==> src/rtl/id_pipe_stage_pkg.sv <==
// id_pipe_stage_pkg: opcodes, ALU func codes, ctl bit indices and halt FSM states for the decode stage.
package id_pipe_stage_pkg;
  localparam logic [3:0] OP_ADD  = 4'h0;
  localparam logic [3:0] OP_ADDZ = 4'h1;
  localparam logic [3:0] OP_SUB  = 4'h2;
  localparam logic [3:0] OP_AND  = 4'h3;
  localparam logic [3:0] OP_NOR  = 4'h4;
  localparam logic [3:0] OP_SLL  = 4'h5;
  localparam logic [3:0] OP_SRL  = 4'h6;
  localparam logic [3:0] OP_SRA  = 4'h7;
  localparam logic [3:0] OP_LW   = 4'h8;
  localparam logic [3:0] OP_SW   = 4'h9;
  localparam logic [3:0] OP_LHB  = 4'hA;
  localparam logic [3:0] OP_LLB  = 4'hB;
  localparam logic [3:0] OP_B    = 4'hC;
  localparam logic [3:0] OP_JAL  = 4'hD;
  localparam logic [3:0] OP_JR   = 4'hE;
  localparam logic [3:0] OP_HLT  = 4'hF;
  localparam logic [2:0] F_ADD = 3'b000;
  localparam logic [2:0] F_SUB = 3'b001;
  localparam logic [2:0] F_AND = 3'b010;
  localparam logic [2:0] F_NOR = 3'b011;
  localparam logic [2:0] F_SLL = 3'b100;
  localparam logic [2:0] F_SRL = 3'b101;
  localparam logic [2:0] F_LHB = 3'b110;
  localparam logic [2:0] F_SRA = 3'b111;
  localparam int CTL_BR   = 8;
  localparam int CTL_JAL  = 7;
  localparam int CTL_JR   = 6;
  localparam int CTL_ADDZ = 5;
  localparam int CTL_WE   = 4;
  localparam int CTL_SRC1 = 3;
  localparam int CTL_WMEM = 2;
  localparam int CTL_RMEM = 1;
  localparam int CTL_WB   = 0;
  typedef enum logic [1:0] {RUN, HALT_WAIT, HALTED} state_t;
endpackage

==> src/rtl/id_decode_comb.sv <==
// id_decode_comb: pure combinational decode of one 16-bit instruction into the EX bundle.
module id_decode_comb
  import id_pipe_stage_pkg::*;
#(
  parameter int DATA_W   = 16,
  parameter int REG_AW   = 4,
  parameter int IMM_W    = 8,
  parameter int BR_OFF_W = 9
) (
  input  logic [15:0]       instr,
  output logic [REG_AW-1:0] p0,
  output logic [REG_AW-1:0] p1,
  output logic [REG_AW-1:0] dst,
  output logic [2:0]        func,
  output logic [3:0]        shamt,
  output logic [IMM_W-1:0]  imm,
  output logic [DATA_W-1:0] br_off,
  output logic [2:0]        br_cond,
  output logic [8:0]        ctl,
  output logic              reads_p0,
  output logic              reads_p1,
  output logic              is_hlt
);
  logic [3:0] op;
  logic rr, sh, lw, sw, lhb, llb;
  always_comb begin
    op  = instr[15:12];
    rr  = op inside {OP_ADD, OP_ADDZ, OP_SUB, OP_AND, OP_NOR};
    sh  = op inside {OP_SLL, OP_SRL, OP_SRA};
    lw  = op == OP_LW;
    sw  = op == OP_SW;
    lhb = op == OP_LHB;
    llb = op == OP_LLB;
    is_hlt   = op == OP_HLT;
    reads_p0 = !(op inside {OP_LLB, OP_B, OP_JAL, OP_HLT});
    reads_p1 = rr | sw;
    // reg-reg ops read rt at [3:0]; lhb merges into rd; everything else reads rs at [7:4]
    p0  = rr ? REG_AW'(instr[3:0]) : lhb ? REG_AW'(instr[11:8]) : REG_AW'(instr[7:4]);
    p1  = sw ? REG_AW'(instr[11:8]) : REG_AW'(instr[7:4]);
    dst = op == OP_JAL ? REG_AW'(4'hF) : REG_AW'(instr[11:8]);
    func = F_ADD;
    case (op)
      OP_SUB: func = F_SUB;
      OP_AND: func = F_AND;
      OP_NOR: func = F_NOR;
      OP_SLL: func = F_SLL;
      OP_SRL: func = F_SRL;
      OP_SRA: func = F_SRA;
      OP_LHB: func = F_LHB;
      default: func = F_ADD;
    endcase
    shamt   = sh ? instr[3:0] : 4'h0;
    imm     = (lw | sw) ? IMM_W'($signed(instr[3:0])) : (lhb | llb) ? IMM_W'(instr[7:0]) : '0;
    br_off  = op == OP_B ? DATA_W'($signed(instr[BR_OFF_W-1:0]))
            : op == OP_JAL ? DATA_W'($signed(instr[11:0])) : '0;
    br_cond = instr[11:9];
    ctl = '0;
    ctl[CTL_BR]   = op == OP_B;
    ctl[CTL_JAL]  = op == OP_JAL;
    ctl[CTL_JR]   = op == OP_JR;
    ctl[CTL_ADDZ] = op == OP_ADDZ;
    ctl[CTL_WE]   = !(op inside {OP_B, OP_JR, OP_SW, OP_HLT});
    ctl[CTL_SRC1] = sh | lw | sw | lhb | llb;
    ctl[CTL_WMEM] = sw;
    ctl[CTL_RMEM] = lw;
    ctl[CTL_WB]   = lw;
  end
endmodule

==> src/rtl/id_pipe_stage.sv <==
// id_pipe_stage: registered decode stage with valid/ready handshake, load-use interlock,
// flush and a RUN/HALT_WAIT/HALTED freeze FSM.
module id_pipe_stage
  import id_pipe_stage_pkg::*;
#(
  parameter int DATA_W   = 16,
  parameter int NUM_REGS = 16,
  parameter int IMM_W    = 8,
  parameter int BR_OFF_W = 9,
  localparam int REG_AW  = $clog2(NUM_REGS)
) (
  input  logic              clk,
  input  logic              rst,
  input  logic              if_valid,
  input  logic [15:0]       if_instr,
  input  logic [DATA_W-1:0] if_pc,
  output logic              id_ready,
  input  logic              ex_ready,
  input  logic              flush,
  output logic              id_valid,
  output logic [DATA_W-1:0] id_pc,
  output logic [REG_AW-1:0] p0_addr,
  output logic [REG_AW-1:0] p1_addr,
  output logic [REG_AW-1:0] dst_addr,
  output logic [2:0]        func,
  output logic [3:0]        shamt,
  output logic [IMM_W-1:0]  imm,
  output logic [DATA_W-1:0] br_off,
  output logic [2:0]        br_cond,
  output logic [8:0]        ctl,
  output logic              halted
);
  state_t state, nxt;
  logic [REG_AW-1:0] d_p0, d_p1, d_dst;
  logic [2:0] d_func, d_cond;
  logic [3:0] d_shamt;
  logic [IMM_W-1:0] d_imm;
  logic [DATA_W-1:0] d_off;
  logic [8:0] d_ctl;
  logic d_rp0, d_rp1, d_hlt, hazard, xfer;
  id_decode_comb #(.DATA_W(DATA_W), .REG_AW(REG_AW), .IMM_W(IMM_W), .BR_OFF_W(BR_OFF_W)) u_dec (
    .instr(if_instr), .p0(d_p0), .p1(d_p1), .dst(d_dst), .func(d_func), .shamt(d_shamt),
    .imm(d_imm), .br_off(d_off), .br_cond(d_cond), .ctl(d_ctl),
    .reads_p0(d_rp0), .reads_p1(d_rp1), .is_hlt(d_hlt)
  );
  always_comb begin
    hazard   = id_valid & ctl[CTL_RMEM] & if_valid &
               ((d_rp0 & d_p0 == dst_addr) | (d_rp1 & d_p1 == dst_addr));
    id_ready = !rst & state == RUN & !hazard & !flush & (!id_valid | ex_ready);
    xfer     = if_valid & id_ready;
    nxt = state;
    if (flush) nxt = state == HALT_WAIT ? RUN : state;
    else if (state == RUN && xfer && d_hlt) nxt = HALT_WAIT;
    else if (state == HALT_WAIT && ex_ready) nxt = HALTED;
  end
  assign halted = state == HALTED;
  always_ff @(posedge clk) begin
    if (rst) begin
      state    <= RUN;
      id_valid <= 1'b0;
      id_pc    <= '0;
      p0_addr  <= '0;
      p1_addr  <= '0;
      dst_addr <= '0;
      func     <= '0;
      shamt    <= '0;
      imm      <= '0;
      br_off   <= '0;
      br_cond  <= '0;
      ctl      <= '0;
    end else begin
      state    <= nxt;
      id_valid <= flush ? 1'b0 : (!id_valid | ex_ready) ? xfer : id_valid;
      if (xfer) begin
        id_pc    <= if_pc;
        p0_addr  <= d_p0;
        p1_addr  <= d_p1;
        dst_addr <= d_dst;
        func     <= d_func;
        shamt    <= d_shamt;
        imm      <= d_imm;
        br_off   <= d_off;
        br_cond  <= d_cond;
        ctl      <= d_ctl;
      end
    end
  end
endmodule

==> config.mk <==
export PLATFORM = sky130hd
export DESIGN_NAME = id_pipe_stage
export DESIGN_NICKNAME = d
export VERILOG_FILES = /design/src/rtl/id_pipe_stage_pkg.sv /design/src/rtl/id_decode_comb.sv /design/src/rtl/id_pipe_stage.sv
export SDC_FILE = /design/constraint.sdc
export NUM_CORES = 1
export LEC_CHECK = 0
export CAP_MARGIN = 20
export CORE_MARGIN = 2
export CORE_UTILIZATION = 40
export CTS_BUF_LIST = sky130_fd_sc_hd__clkbuf_8
export DETAILED_ROUTE_END_ITERATION = 6
export DONT_BUFFER_PORTS = 1
export MAX_ROUTING_LAYER = met4
export SYNTH_ARGS = -nofsm -noshare
export SYNTH_HDL_FRONTEND = slang
export SYNTH_HIERARCHICAL = 1
export SYNTH_SLANG_ARGS = --single-unit
==> constraint.sdc <==
create_clock -name clk -period 3.3 [get_ports clk]
set_clock_uncertainty 0.1 [all_clocks]
set_input_delay 0.495 -clock clk [delete_from_list [all_inputs] [get_ports clk]]
set_output_delay 0.495 -clock clk [all_outputs]
set_load 0.01 [all_outputs]
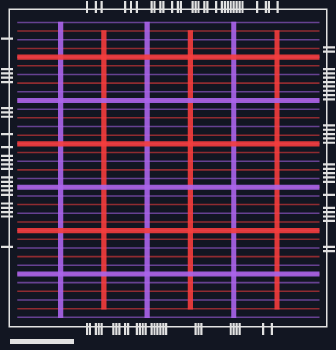
(images/floorplan.png)
Scale bar: 20 um. Pins as bars on the die edge.
legend:
  VDD:
    color: red
  VSS:
    color: purple
met4 straps: 6
signal pins: 111
met1 rails: 35
core area: 8760 sq um
Die H: 99.1 um
die width: 99.1 um
maximum VDD drop: 0.209 mV

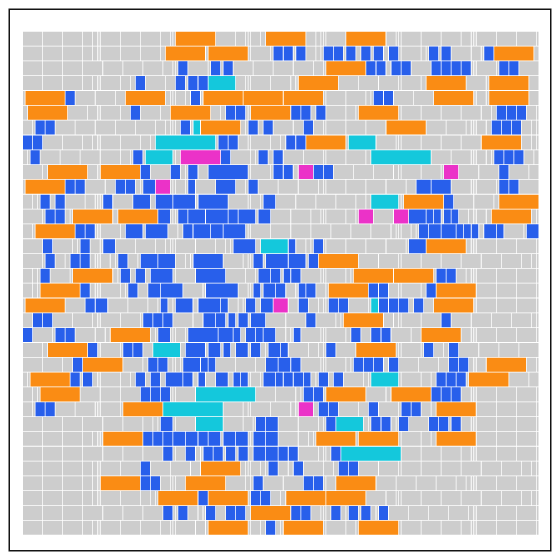
(images/class_map.png)
Fill, decap, tap and diode cells in gray.
legend:
  remaining logic cells:
    color: blue
    cells: 329
    share_of_their_area: 50%
  remaining buffers and delay cells:
    color: magenta
    cells: 8
    share_of_their_area: 2.0%
  clock drivers and dummy loads:
    color: cyan
    cells: 16
    share_of_their_area: 7.6%
  registers:
    color: orange
    cells: 74
    share_of_their_area: 40%
Final Util: 43.7%
sequential cell area share: 38.7%
FP Rows: 34
Design Area, Final: 3830 sq um

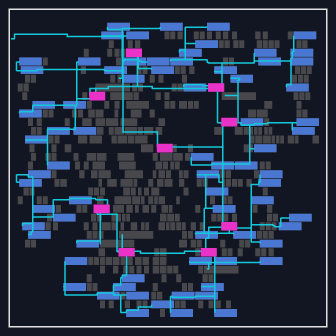
(images/clock_wires.png)
legend:
  clock-net drivers:
    color: magenta
    count: 9
  flip-flops:
    color: blue
    count: 74
  clock wires:
    color: cyan
    length: 958 um
flops lie: all over the die
Clk pwr share: 48.1%
worst skew pair latency: 350 ps

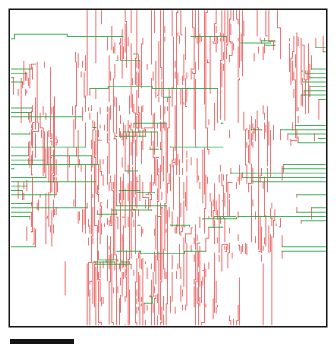
(images/layers.png)
Scale bar: 20 um. Only two layers are drawn.
legend:
  M2:
    color: red
    wire_length: 4620 um
  M3:
    color: green
    wire_length: 835 um
DR vias: 3166
WL/cell: 18.6 um

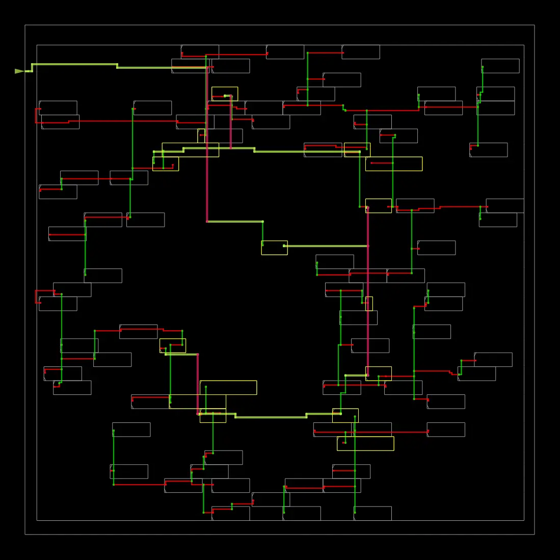
(images/clock_nets.png)
CTS Buf Count: 9
sequential cell count: 74
CLK BUF: 9
Clk. pwr: 0.982 mW
Sink Count: 74

==> Slide: Implementation Results <==
Physical Implementation Snapshot

Critical path
  – Crit end category: primary output
  – CP max FO: 13
  – Crit Path Category: in2out

Yosys
  – Ys flop type: dfxtp_1
  – Distinct lib cells used: 35
  – Synth warnings: 6
  – Most frequent cell after synthesis: a21oi_1
  – Asr flop ratio synth: 0%
  – Post-synth top area cell: dfxtp_1
  – Flip-flops with a built-in enable: 0
  – Synth Cell Area: between 3000 and 4000 sq um

STA
  – Setup TNS Final: 0 ps
  – Max Freq: between 300 and 400 MHz
  – Setup Viol. Count Final: 0
  – Crit path time final: ~2900 ps
  – RSZ-0062 raised after global routing: no

CTS
  – Post-CTS resize count: 0
  – CTS tree: done
  – Hold Buf Count CTS: 0
  – H-tree depth: 3
  – Post-CTS Repair Setup Buffers: 0
  – CTS clk-pin slew, worst paths: 80 ps

Status
  – Status: finished, final reports clean

Layout
  – Ant. Diodes: 0
  – Layout cells sized above 1: around a tenth
  – # fillers: about 860
  – Register Area: approximately 1500 sq um
  – Comb gate area: about 1800 sq um

GRT
  – Total GRT Usage: about a fifth
  – First-pass GRT wire length: roughly 16 mm

Floorplanning
  – Chip area: between 9000 and 10000 sq um

Placed design
  – Placer congestion estimate: between 0.8 and 0.9

Flow run
  – OpenROAD warning count: 26
  – Max-cap violations: 0

Drt
  – Final wirelength: just under 10 mm
  – Drt drc: 0
## cells by family (layout without fill, tap and decap cells)
family,Yosys count,count (layout),share of synthesized area [%]
AOI/OAI and AO/OA,163,163,23.5
xor gates and xnor gates,9,9,2.18
and+or+nand+nor,140,140,20.4
muxes,13,13,4.43
DFF,74,74,41.0
buffers and inverters,59,28,8.54
## through the flow
step	instance area (sq um)	cells	setup slack [ps]	hold slack, ps
floorplan	3620	458	517	397
global placement	3540	519	373	402
detailed placement	3540	519	292	407
CTS	3830	535	372	85.0
global route	3830	535	282	80.2
finish	3830	535	355	104
## cell usage in the layout, fill, tap and decap left out, types with 4 or more instances in the layout
cell        n
clkbuf_8    9
and3_1      9
nand4_1     4
mux2_2      8
a21oi_1    80
xnor2_1     9
dfxtp_1    74
bufinv_16   5
and2_1      9
buf_4       7
inv_1       6
nand3_1    72
mux2_4      4
nand2_1    12
nand2b_1    8
o21ai_0    74
nor3_1      4
nor2_1     12
## routing by layer
metal / part of all wire, % / wire length [um] / vias up / track usage (%)
met5: 0 / 0 / - / -
met4: 1.7 / 167 / 0 / 7.69
met3: 8.4 / 834 / 19 / 6.47
met2: 46 / 4620 / 123 / 30.6
met1: 44 / 4330 / 1477 / 26.8
li1: - / - / 1547 / -
## worst paths after layout
kind                              startpoint    endpoint  slack, ps  depth (start not counted)
worst max-delay path            if_instr[14]    id_ready        350                          7
worst min-delay path                     rst    id_pc[5]        100                          1
worst max register to register      id_valid  p0_addr[3]       1100                          6
worst min register to register     id_pc[12]   id_pc[12]        420                          2
## registers in the layout, indices dropped and copies added, names as in the netlist
register / flops
br_cond: 3
imm: 8
ctl: 9
state: 2
p1_addr: 4
func: 3
dst_addr: 4
id_valid: 1
shamt: 4
p0_addr: 4
br_off: 16
id_pc: 16
## area by class of cell
cell class                 instances  area share, %
timing repair buffer               8           1.90
inverter                           4          0.392
clock buffer                       9           3.24
sequential                        74           38.7
multi-input combinational        325           48.1
clock inverter                     7           4.12
tap                              108           3.53
## worst max-delay path, stage by stage
cell      delay [ps]
and4bb_4         370
mux2_4           300
mux2_2           290
xnor2_1          140
nand4_1          170
o22ai_4          100
nor3_1           480
## where the power goes
group	leakage, nW	switching, mW	internal (mW)	total [mW]
Clock	0.146	0.332	0.650	0.982
Combinational	0.530	0.0687	0.0559	0.125
Sequential	0.599	0.0231	0.911	0.934
Power figures rest on the tool's default switching activity, not on a simulated workload.
